## src/rtl/imem_arb_pkg.sv

```systemverilog
// Shared definitions for the instruction-memory port arbiter: port op encoding
// and default geometry.
package imem_arb_pkg;

    typedef enum logic [1:0] {
        OP_NONE  = 2'd0,
        OP_READ  = 2'd1,
        OP_WRITE = 2'd2
    } op_t;

    localparam int WIDTH1_DEF   = 32;
    localparam int MEM_SIZE_DEF = 1024;
    localparam int LOAD_CNT_W   = 16;

endpackage

```

## src/rtl/imem_arb_prio.sv

```systemverilog
// Grant decision between loader and fetch, with a bounded run of consecutive
// load grants while a fetch is kept waiting.
module imem_arb_prio #(
    parameter int MAX_LOAD_RUN = 4
) (
    input  logic clk,
    input  logic reset,
    input  logic load_valid,
    input  logic fetch_req_valid,
    input  logic fetch_ok,
    output logic grant_load,
    output logic grant_fetch
);

    localparam int               RUN_W   = $clog2(MAX_LOAD_RUN + 1);
    localparam logic [RUN_W-1:0] RUN_MAX = RUN_W'(MAX_LOAD_RUN);

    logic [RUN_W-1:0] load_run;

    always_comb begin
        grant_fetch = 1'b0;
        grant_load  = 1'b0;
        if (!reset) begin
            if (fetch_req_valid && fetch_ok && (!load_valid || load_run == RUN_MAX)) begin
                grant_fetch = 1'b1;
            end else begin
                grant_load = load_valid;
            end
        end
    end

    // Saturate at the limit so a fetch that only becomes eligible later still wins.
    always_ff @(posedge clk) begin
        if (reset) begin
            load_run <= '0;
        end else if (grant_fetch || !fetch_req_valid) begin
            load_run <= '0;
        end else if (grant_load && load_run != RUN_MAX) begin
            load_run <= load_run + RUN_W'(1);
        end
    end

endmodule

```

## src/rtl/imem_port_arbiter.sv

```systemverilog
// Single-port instruction memory front end: arbitrates fetch reads and loader
// writes, registers every memory-port output and range-checks both requesters.
module imem_port_arbiter
    import imem_arb_pkg::*;
#(
    parameter int WIDTH1       = WIDTH1_DEF,
    parameter int MEM_SIZE     = MEM_SIZE_DEF,
    parameter int MAX_LOAD_RUN = 4
) (
    input  logic                  clk,
    input  logic                  reset,
    input  logic                  fetch_req_valid,
    output logic                  fetch_req_ready,
    input  logic [WIDTH1-1:0]     fetch_addr,
    output logic                  fetch_rsp_valid,
    input  logic                  fetch_rsp_ready,
    output logic [WIDTH1-1:0]     fetch_rsp_data,
    output logic                  fetch_rsp_err,
    input  logic                  load_valid,
    output logic                  load_ready,
    input  logic [WIDTH1-1:0]     load_addr,
    input  logic [WIDTH1-1:0]     load_data,
    output logic                  load_err,
    output logic [LOAD_CNT_W-1:0] load_count,
    output logic [WIDTH1-1:0]     mem_addr,
    output logic                  mem_wr,
    output logic [WIDTH1-1:0]     mem_wdata,
    input  logic [WIDTH1-1:0]     mem_rdata
);

    localparam logic [WIDTH1-1:0] MEM_LIM = WIDTH1'(MEM_SIZE);

    function automatic logic [LOAD_CNT_W-1:0] sat_inc(input logic [LOAD_CNT_W-1:0] v);
        return (&v) ? v : v + LOAD_CNT_W'(1);
    endfunction

    op_t               op_q;
    logic              outstanding;
    logic              rd_vld_p1;
    logic              rd_err_p1;
    logic              fetch_ok;
    logic              grant_load;
    logic              grant_fetch;
    logic              fetch_bad;
    logic              load_bad;
    logic [WIDTH1-1:0] fetch_word;

    assign fetch_word = fetch_addr >> 2;
    assign fetch_bad  = (fetch_addr[1:0] != 2'b00) || (fetch_word >= MEM_LIM);
    assign load_bad   = (load_addr >= MEM_LIM);
    // The response handshake frees the slot in the same cycle it completes.
    assign fetch_ok   = !outstanding || (fetch_rsp_valid && fetch_rsp_ready);

    imem_arb_prio #(
        .MAX_LOAD_RUN(MAX_LOAD_RUN)
    ) u_prio (
        .clk            (clk),
        .reset          (reset),
        .load_valid     (load_valid),
        .fetch_req_valid(fetch_req_valid),
        .fetch_ok       (fetch_ok),
        .grant_load     (grant_load),
        .grant_fetch    (grant_fetch)
    );

    assign fetch_req_ready = grant_fetch;
    assign load_ready      = grant_load;

    // Stage p0 -> p1: acceptance loads the memory port register.
    always_ff @(posedge clk) begin
        if (reset) begin
            op_q       <= OP_NONE;
            mem_wr     <= 1'b0;
            mem_addr   <= '0;
            mem_wdata  <= '0;
            rd_vld_p1  <= 1'b0;
            rd_err_p1  <= 1'b0;
            load_err   <= 1'b0;
            load_count <= '0;
        end else begin
            op_q      <= OP_NONE;
            mem_wr    <= 1'b0;
            rd_vld_p1 <= grant_fetch;
            rd_err_p1 <= grant_fetch && fetch_bad;
            load_err  <= grant_load && load_bad;
            if (grant_fetch && !fetch_bad) begin
                op_q     <= OP_READ;
                mem_addr <= fetch_word;
            end
            if (grant_load && !load_bad) begin
                op_q       <= OP_WRITE;
                mem_wr     <= 1'b1;
                mem_addr   <= load_addr;
                mem_wdata  <= load_data;
                load_count <= sat_inc(load_count);
            end
        end
    end

    // Stage p1 -> p2: capture read data into the held response register.
    always_ff @(posedge clk) begin
        if (reset) begin
            fetch_rsp_valid <= 1'b0;
            fetch_rsp_data  <= '0;
            fetch_rsp_err   <= 1'b0;
            outstanding     <= 1'b0;
        end else begin
            if (rd_vld_p1) begin
                fetch_rsp_valid <= 1'b1;
                fetch_rsp_data  <= (op_q == OP_READ) ? mem_rdata : '0;
                fetch_rsp_err   <= rd_err_p1;
            end else if (fetch_rsp_valid && fetch_rsp_ready) begin
                fetch_rsp_valid <= 1'b0;
            end
            if (grant_fetch) begin
                outstanding <= 1'b1;
            end else if (fetch_rsp_valid && fetch_rsp_ready) begin
                outstanding <= 1'b0;
            end
        end
    end

endmodule
```

## config.mk

```make
export PLATFORM = sky130hd
export DESIGN_NAME = imem_port_arbiter
export DESIGN_NICKNAME = d
export VERILOG_FILES = /design/src/rtl/imem_arb_pkg.sv /design/src/rtl/imem_arb_prio.sv /design/src/rtl/imem_port_arbiter.sv
export SDC_FILE = /design/constraint.sdc
export NUM_CORES = 1
export LEC_CHECK = 0
export CELL_PAD_IN_SITES_DETAIL_PLACEMENT = 1
export CELL_PAD_IN_SITES_GLOBAL_PLACEMENT = 2
export CORE_ASPECT_RATIO = 0.6
export CORE_MARGIN = 3
export CORE_UTILIZATION = 20
export CTS_BUF_LIST = sky130_fd_sc_hd__clkbuf_4
export DETAILED_ROUTE_END_ITERATION = 10
export PLACE_DENSITY = 0.76
export SYNTH_ARGS = -nofsm -noshare
export SYNTH_HDL_FRONTEND = slang
export SYNTH_HIERARCHICAL = 1
export SYNTH_SLANG_ARGS = --single-unit
```

## constraint.sdc

```tcl
create_clock -name clk -period 2.2 [get_ports clk]
set_clock_uncertainty 0.1 [all_clocks]
set_input_delay 0.44 -clock clk [delete_from_list [all_inputs] [get_ports clk]]
set_output_delay 0.44 -clock clk [all_outputs]
set_load 0.02 [all_outputs]
```

==> run_1/floorplan.png <==
Pins as bars on the die edge. Tap cells in gray.
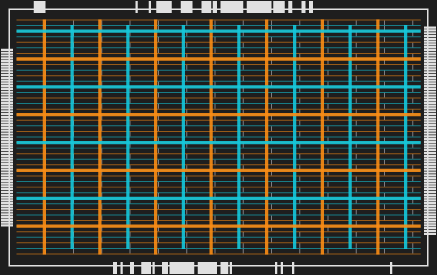
Key: VDD = cyan; VSS = orange
14 straps on met4. 308 tap cells. 251 signal pins sit on the boundary. 8 straps on met5.

==> run_1/class_map.png <==
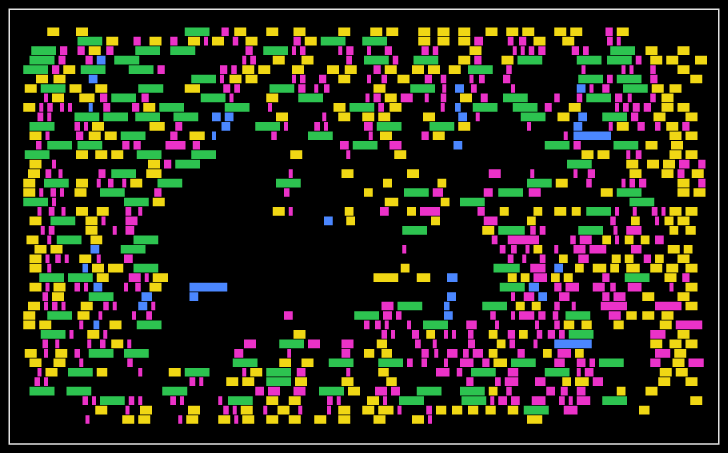
Key: remaining buffers and delay cells = yellow [cells 297, share of their area 37%]; remaining logic cells = magenta [cells 382, share of their area 28%]; clock drivers and dummy loads = blue [cells 32, share of their area 3.7%]; registers = green [cells 123, share of their area 31%]

==> run_1/clock_wires.png <==
The bar under the picture is 50 µm long.
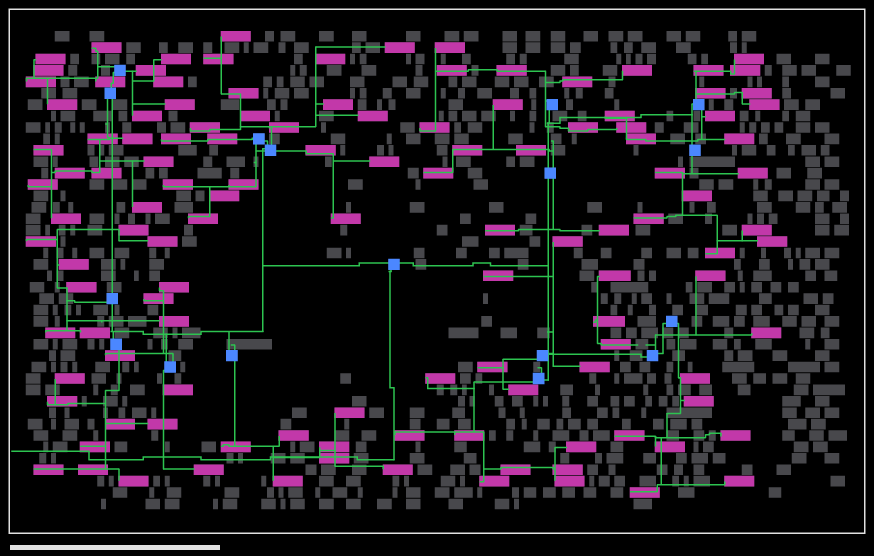
Key: clock wires = green [length 2010 µm]; clock-net drivers = blue [count 17]; flip-flops = magenta [count 123]
There are 18 routed clock nets. Position of the flops: widely spread.

==> metrics.yaml, run 1 <==
status: "finished, final reports clean"
row_count: 42
mux_area_frac: 0.0235
grt_max_degree: 61
num-nonclk-buffers: 297
final-hold-violation-count: 0
p_comb_frac: 0.083
grt_use_met1: 0.196
top_cells_by_area: "dfxtp_1 (53%), a21oi_1 (9.0%), nand2_1 (6.1%)"
clock_latency_ns: 0.54
nets: 957
vias: 4832
synth-xor-area-share: 0.00374
ys_warn_count: 6
stdcell_count: 1142
drv_cap: 0
dpl.hpwl_um: 13600
pg_clk_mw: 1.71
final_area_um2: 8270
numPortBuffers: 250
dr.pass1.iters: 4
wl_met2_um: 7650
grt_usage: 0.147
slowest_delay_ns: 0.40
slew-limit-headroom: 0.485
max_freq_mhz: 455
core_area_um2: 22500
lay_top_cells: "clkdlybuf4s50_1 (221), dfxtp_1 (121), a21oi_1 (77)"
cpMostUsedCell: "or3_4"
worstRegToRegCells: 9
edf_count: 0
cts_sinks: 123
postSynthAreaPerCell_um2: 8.76
antenna_found_initial: 1
area_growth_pct: 76.6
fin_total_pwr_mw: 4.30
die_h_um: 125
cts.path.max_buffers: 2
cts_tree: "built"
met3_usage: 0.0697
rr_startpoint: "u_prio/load_run[0]"
synthesis.nets: 671
ys_seq_elements: 123
logic_area_um2: 2220
multi_input_comb_cells: 375
finish.utilization: 0.367
cp-endpoint: "load_count[11]"
dominant_cells: "non-clock buffers"
clk_pin_slew_worst_paths_ns: 0.12
nNonClkInverters: 7
aoi_share: 0.132
whs_path_depth: 3
ir_drop_uv: 272
p_seq_frac: 0.519
setup_tns_ns: 0
globalRouteOverflowTotal: 0
yosys_area_um2: 4690
top_cell: "dfxtp_1"
critPathBufInv: 2
ff_latch_area_um2: 2460
cp.arrival_ns: 2.58
adder_share: 0.00801
gp_congestion: 0.714
critPathKind: "flip-flop to flip-flop"
ys_sh_simple: 0.273
pg_seq_mw: 2.23
comb_share: 0.268
path_cells: "inv_2 -> ha_4 -> and2_4 -> a31oi_4 -> nand3_2 -> or3_4 -> buf_6 -> or3_4 -> a21oi_2"
wire_per_inst_um: 16.4
final_max_slew_viol_count: 0
grt_pass1_wl_um: 29000
cts_root_buf: "clkbuf_4"
die_area_um2: 25400
synth.distinct_cells: 43
warnings: 30
finalClockPeriodUsage: 0.999
whs_endpoint: "mem_wdata[19]"
sh_seq_area: 0.298
common_cells: "dfxtp_1 (123), a21oi_1 (84), nand2_1 (76)"
cts_made_buffers: 17
lay_top_count: "clkdlybuf4s50_1"
hold_class: "primary input to flip-flop"
htreeDepth: 4
power-top-group: "sequential cells"
crit_family: "simple AND/OR/NAND/NOR gates"
yosys_cells: 535
dp_slack_ns: -0.807
drc: 0
clkCellAreaFrac: 0.0355
hold_buffers: 0
timing.final.ws_setup_ns: 0.00235
## Run 2: what changed since run 1
--- a/config.mk
+++ b/config.mk
@@ -5,6 +5,7 @@
 export SDC_FILE = /design/constraint.sdc
 export NUM_CORES = 1
 export LEC_CHECK = 0
+export CAP_MARGIN = 25
 export CELL_PAD_IN_SITES_DETAIL_PLACEMENT = 1
 export CELL_PAD_IN_SITES_GLOBAL_PLACEMENT = 2
 export CORE_ASPECT_RATIO = 0.6
@@ -13,6 +14,7 @@
 export CTS_BUF_LIST = sky130_fd_sc_hd__clkbuf_4
 export DETAILED_ROUTE_END_ITERATION = 10
 export PLACE_DENSITY = 0.76
+export SLEW_MARGIN = 20
 export SYNTH_ARGS = -nofsm -noshare
 export SYNTH_HDL_FRONTEND = slang
 export SYNTH_HIERARCHICAL = 1
==> run_2/layers.png <==
The bar under the picture is 50 µm long.
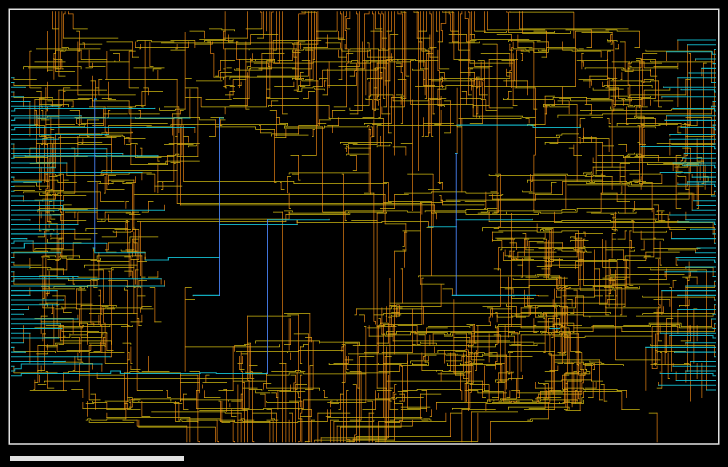
Key: M4 = blue [wire length 179 µm]; M1 = yellow [wire length 9160 µm]; M3 = cyan [wire length 1810 µm]; M2 = orange [wire length 7680 µm]

==> run_2/floorplan.png <==
Pins as bars on the die edge. Tap cells in gray.
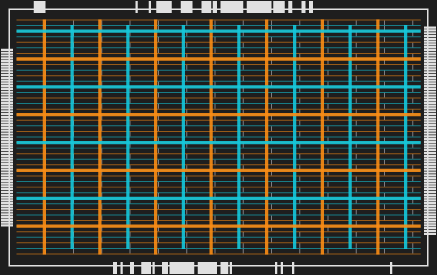
die width: 204 µm
die boundary height: 125 µm
Core Region: 22500 µm²
Max IR drop VDD: 269 µV

==> metrics.yaml, run 2 <==
finalSetupViolCount: 1
fin_crit_ns: 2.21
crit_family: "simple AND/OR/NAND/NOR gates"
timing.final.ws_setup_ns: -0.0112  # -0.0136 ns
hold_class: "primary input to flip-flop"
met3_usage: 0.0705  # +0.000783
whs_endpoint: "mem_wdata[13]"
ant_nets: 0
r2r_end: "load_count[11]"
pg_seq_mw: 2.23  # about the same
synthesis.nets: 671  # unchanged
final_max_slew_viol_count: 0  # unchanged
syn_area_um2: 4690
pwr-share-clk: 0.412
dr_wl_met3_um: 1810
dp_slack_ns: -0.560  # +0.247 ns
multi_input_comb_cells: 375  # unchanged
top_cell: "dfxtp_1"
critPathCaptureType: "flip-flop"
buffer_area_frac: 0.348
hold_buffers: 0  # unchanged
cp_max_fo: 8
place_area_um2: 7820
postSynthAreaPerCell_um2: 8.76  # unchanged
dpl.hpwl_um: 13600  # -0.11%
worstRegToRegCells: 9  # unchanged
whs_path_depth: 3  # unchanged
post_cts_buffers: 2
pg_clk_mw: 1.81  # +6%
hold_path_startpoint: "load_data[13]"
grt_use_met1: 0.191  # -0.00483
common_cells: "dfxtp_1 (123), a21oi_1 (84), nand2_1 (76)"
dr.pass1.iters: 4  # unchanged
grt_usage: 0.144  # -0.00234
clock_latency_ns: 0.53  # about the same
ys_seq_elements: 123  # unchanged
largestRegisters: "fetch_rsp_data x32, mem_addr x32, mem_wdata x32"
critPathKind: "flip-flop to flip-flop"
final_area_um2: 8290  # +0.21%
rr_startpoint: "u_prio/load_run[0]"
aoi_share: 0.132  # unchanged
cp.arrival_ns: 2.57  # about the same
vias: 4791  # -0.85%
cp-endpoint: "load_count[11]"
p_comb_frac: 0.081  # -0.002
ios: 251
cts_tree: "built"
fp_util: 0.208
nNonClkInverters: 7  # unchanged
warnings: 30  # unchanged
power-top-group: "sequential cells"
edf_count: 0  # unchanged
finalClockPeriodUsage: 1.01  # +0.00618
p_seq_frac: 0.507  # -0.012
cts_made_buffers: 17  # unchanged
synthArstFlopShare: 0
adder_share: 0.00801  # unchanged
path_cells: "inv_2 -> ha_4 -> and2_4 -> a31oi_4 -> nand3_2 -> or3_4 -> buf_6 -> or3_4 -> a21oi_2"
sh_seq_area: 0.297  # -0.000630
grt_pass1_wl_um: 28700  # -1.1%
switching_share: 0.235
clkCellAreaFrac: 0.0377  # +0.00219
numPortBuffers: 250  # unchanged
row_count: 42  # unchanged
wire_per_inst_um: 16.5  # +0.42%
lay_top_cells: "clkdlybuf4s50_1 (226), dfxtp_1 (121), a21oi_1 (78)"
drv_cap: 0  # unchanged
drt_iter0_drc: 155
setup_tns_ns: -0.0112  # -0.0112 ns
comb_share: 0.267  # -0.00102
final-hold-violation-count: 0  # unchanged
seq_cell_count: 123
die_area_um2: 25400  # unchanged
antenna_found_initial: 0  # -1
finish.utilization: 0.368  # +0.000777
lay_top_count: "clkdlybuf4s50_1"
dominant_cells: "non-clock buffers"
ys_sh_simple: 0.273  # unchanged
status: "complete, but fails checks"
max_freq_mhz: 452  # -0.61%
logic_area_um2: 2210  # -0.17%
stdcell_count: 1143  # +0.088%
postSynthSeqShare: 0.526
synth-xor-area-share: 0.00374  # unchanged
cts.path.max_buffers: 2  # unchanged
first_global_vias: 4982
cpMostUsedCell: "or3_4"
p_comb_mw: 0.357
ff_latch_area_um2: 2460  # unchanged
nets: 958  # +0.10%
globalRouteOverflowTotal: 0  # unchanged
clk_pin_slew_worst_paths_ns: 0.11  # about the same
place_inst: 1102
yosys_area_um2: 4690  # unchanged
p_leak_nw: 3.11
cts_root_buf: "clkbuf_4"
htreeDepth: 4  # unchanged
routed_wl_um: 18800
fin_total_pwr_mw: 4.40  # +2.5%
wl_met2_um: 7680  # +0.39%
top_cells_by_area: "dfxtp_1 (53%), a21oi_1 (9.0%), nand2_1 (6.1%)"
mux_area_frac: 0.0235  # unchanged
cts_sinks: 123  # unchanged
grt_max_degree: 61  # unchanged
gp_congestion: 0.714  # unchanged
r2r_setup_slack_ns: -0.01
ys_warn_count: 6  # unchanged
critPathBufInv: 2  # unchanged
violations: "setup timing"
area_growth_pct: 76.9
num-nonclk-buffers: 298  # +0.34%
cts_resized: 30
yosys_cells: 535  # unchanged
highest_layer: "met4"
drc: 0  # unchanged
slew-limit-headroom: 0.487  # +0.00187
slowest_delay_ns: 0.41  # about the same
synth.distinct_cells: 43  # unchanged
==> run_2/clock_wires.png <==
The bar under the picture is 50 µm long.
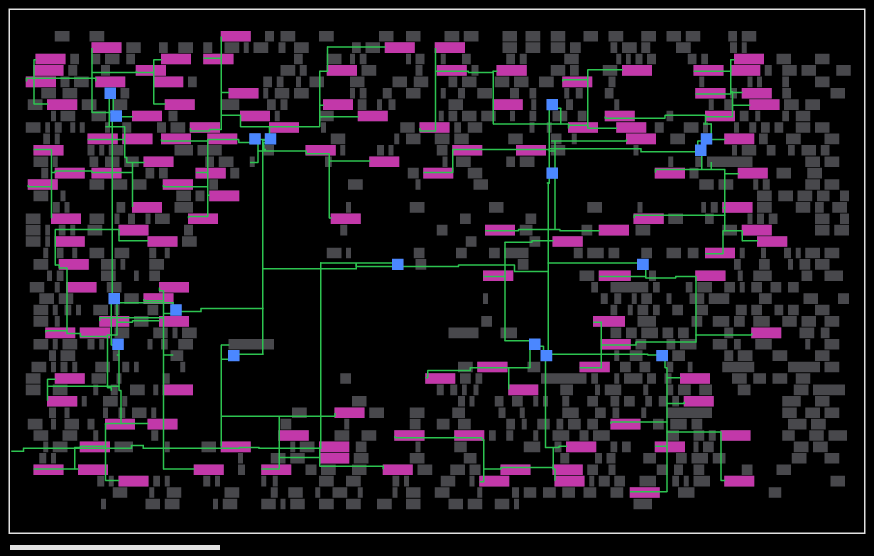
Key: flip-flops = magenta [count 123]; clock wires = green [length 2060 µm]; clock-net drivers = blue [count 17]
There are 18 routed clock nets. Position of the flops: widely spread.

## Run 3: what changed since run 2
--- a/config.mk
+++ b/config.mk
@@ -17,5 +17,5 @@
 export SLEW_MARGIN = 20
 export SYNTH_ARGS = -nofsm -noshare
 export SYNTH_HDL_FRONTEND = slang
-export SYNTH_HIERARCHICAL = 1
 export SYNTH_SLANG_ARGS = --single-unit
+export TNS_END_PERCENT = 20
==> run_3/clock_wires.png <==
The bar under the picture is 50 µm long.
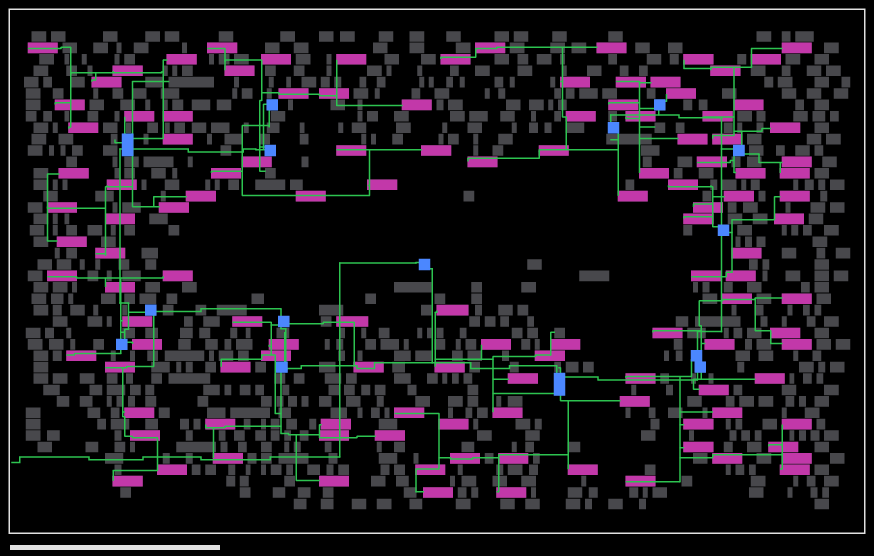
Key: flip-flops = magenta [count 123]; clock-net drivers = blue [count 17]; clock wires = green [length 2020 µm]
There are 18 routed clock nets. Position of the flops: widely spread.

==> run_3/floorplan.png <==
Pins as bars on the die edge. Tap cells in gray.
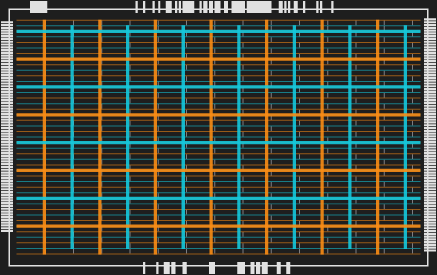
die boundary height: 125 µm
die width: 204 µm

==> run_3/congestion_map.png <==
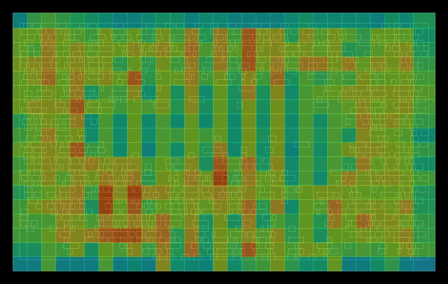
GRT Overall Usage: 0.147
M2 GR Usage: 0.217

==> metrics.yaml, run 3 <==
hold_path_startpoint: "load_data[13]"
nets: 977  # +2.0%
wire_per_inst_um: 16.4  # -0.25%
antenna_found_initial: 1  # +1
finalSetupViolCount: 7  # +6
ant_nets: 0  # unchanged
p_comb_frac: 0.086  # +0.005
logic_area_um2: 2230  # +0.62%
cts_tree: "built"
wl_met2_um: 8080  # +5.2%
final_area_um2: 8460  # +2.1%
synthesis.nets: 675  # +0.60%
grt_use_met1: 0.187  # -0.00406
r2r_end: "load_count[2]"
die_area_um2: 25400  # +0.12%
pwr-share-clk: 0.401  # -0.011
slew-limit-headroom: 0.531  # +0.0441
nNonClkInverters: 6  # -1
common_cells: "dfxtp_1 (123), nand2_1 (71), nor2_1 (63)"
hold_buffers: 0  # unchanged
htreeDepth: 4  # unchanged
top_cell: "dfxtp_1"
postSynthAreaPerCell_um2: 8.71  # -0.61%
edf_count: 0  # unchanged
whs_endpoint: "mem_wdata[13]"
drv_cap: 0  # unchanged
r2r_setup_slack_ns: -0.06  # -0.05 ns
largestRegisters: "fetch_rsp_data x32, mem_addr x32, mem_wdata x32"
cpMostUsedCell: "buf_6"
ir_drop_uv: 272  # +1.3%
adder_share: 0.00800  # -0.0000107
syn_area_um2: 4690  # +0.13%
cts_sinks: 123  # unchanged
crit_family: "flip-flops"
num-nonclk-buffers: 312  # +4.7%
dominant_cells: "non-clock buffers"
yosys_area_um2: 4690  # +0.13%
critPathBufInv: 3  # +1
clk_pin_slew_worst_paths_ns: 0.12  # about the same
lay_top_count: "clkdlybuf4s50_1"
sh_seq_area: 0.291  # -0.00607
highest_layer: "met5"
fin_crit_ns: 2.28  # +0.0702 ns
clock_latency_ns: 0.56  # +0.03 ns
cts_resized: 34  # +13%
pg_seq_mw: 2.24  # about the same
p_comb_mw: 0.373  # +4%
ys_warn_count: 0  # -6
worstRegToRegCells: 9  # unchanged
globalRouteOverflowTotal: 0  # unchanged
grt_max_degree: 62  # +1.6%
top_cells_by_area: "dfxtp_1 (52%), nand2_1 (5.7%), a21oi_1 (5.4%)"
fin_total_pwr_mw: 4.35  # -1.1%
dr.pass1.iters: 4  # unchanged
p_leak_nw: 3.69  # +19%
timing.final.ws_setup_ns: -0.0815  # -0.0702 ns
dpl.hpwl_um: 14000  # +3.5%
dp_slack_ns: -0.677  # -0.117 ns
synthArstFlopShare: 0  # unchanged
post_cts_buffers: 3  # +1
pg_clk_mw: 1.74  # -4%
place_area_um2: 7930  # +1.5%
status: "complete, but fails checks"
stdcell_count: 1162  # +1.7%
ios: 251  # unchanged
mux_area_frac: 0.00667  # -0.0168
critPathKind: "flip-flop to output port"
clkCellAreaFrac: 0.0358  # -0.00195
row_count: 42  # unchanged
postSynthSeqShare: 0.525  # -0.000701
comb_share: 0.263  # -0.00382
path_cells: "inv_2 -> ha_4 -> and3_4 -> buf_6 -> a21oi_4 -> buf_6"
met3_usage: 0.0776  # +0.00705
finish.utilization: 0.375  # +0.00766
ys_seq_elements: 123  # unchanged
place_inst: 1121  # +1.7%
ff_latch_area_um2: 2460  # unchanged
power-top-group: "sequential cells"
grt_pass1_wl_um: 28700  # +0.29%
whs_path_depth: 3  # unchanged
max_freq_mhz: 438  # -3.1%
drt_iter0_drc: 143  # -7.7%
violations: "setup timing"
No activity file was given, so power comes from the tool's default toggle rates.
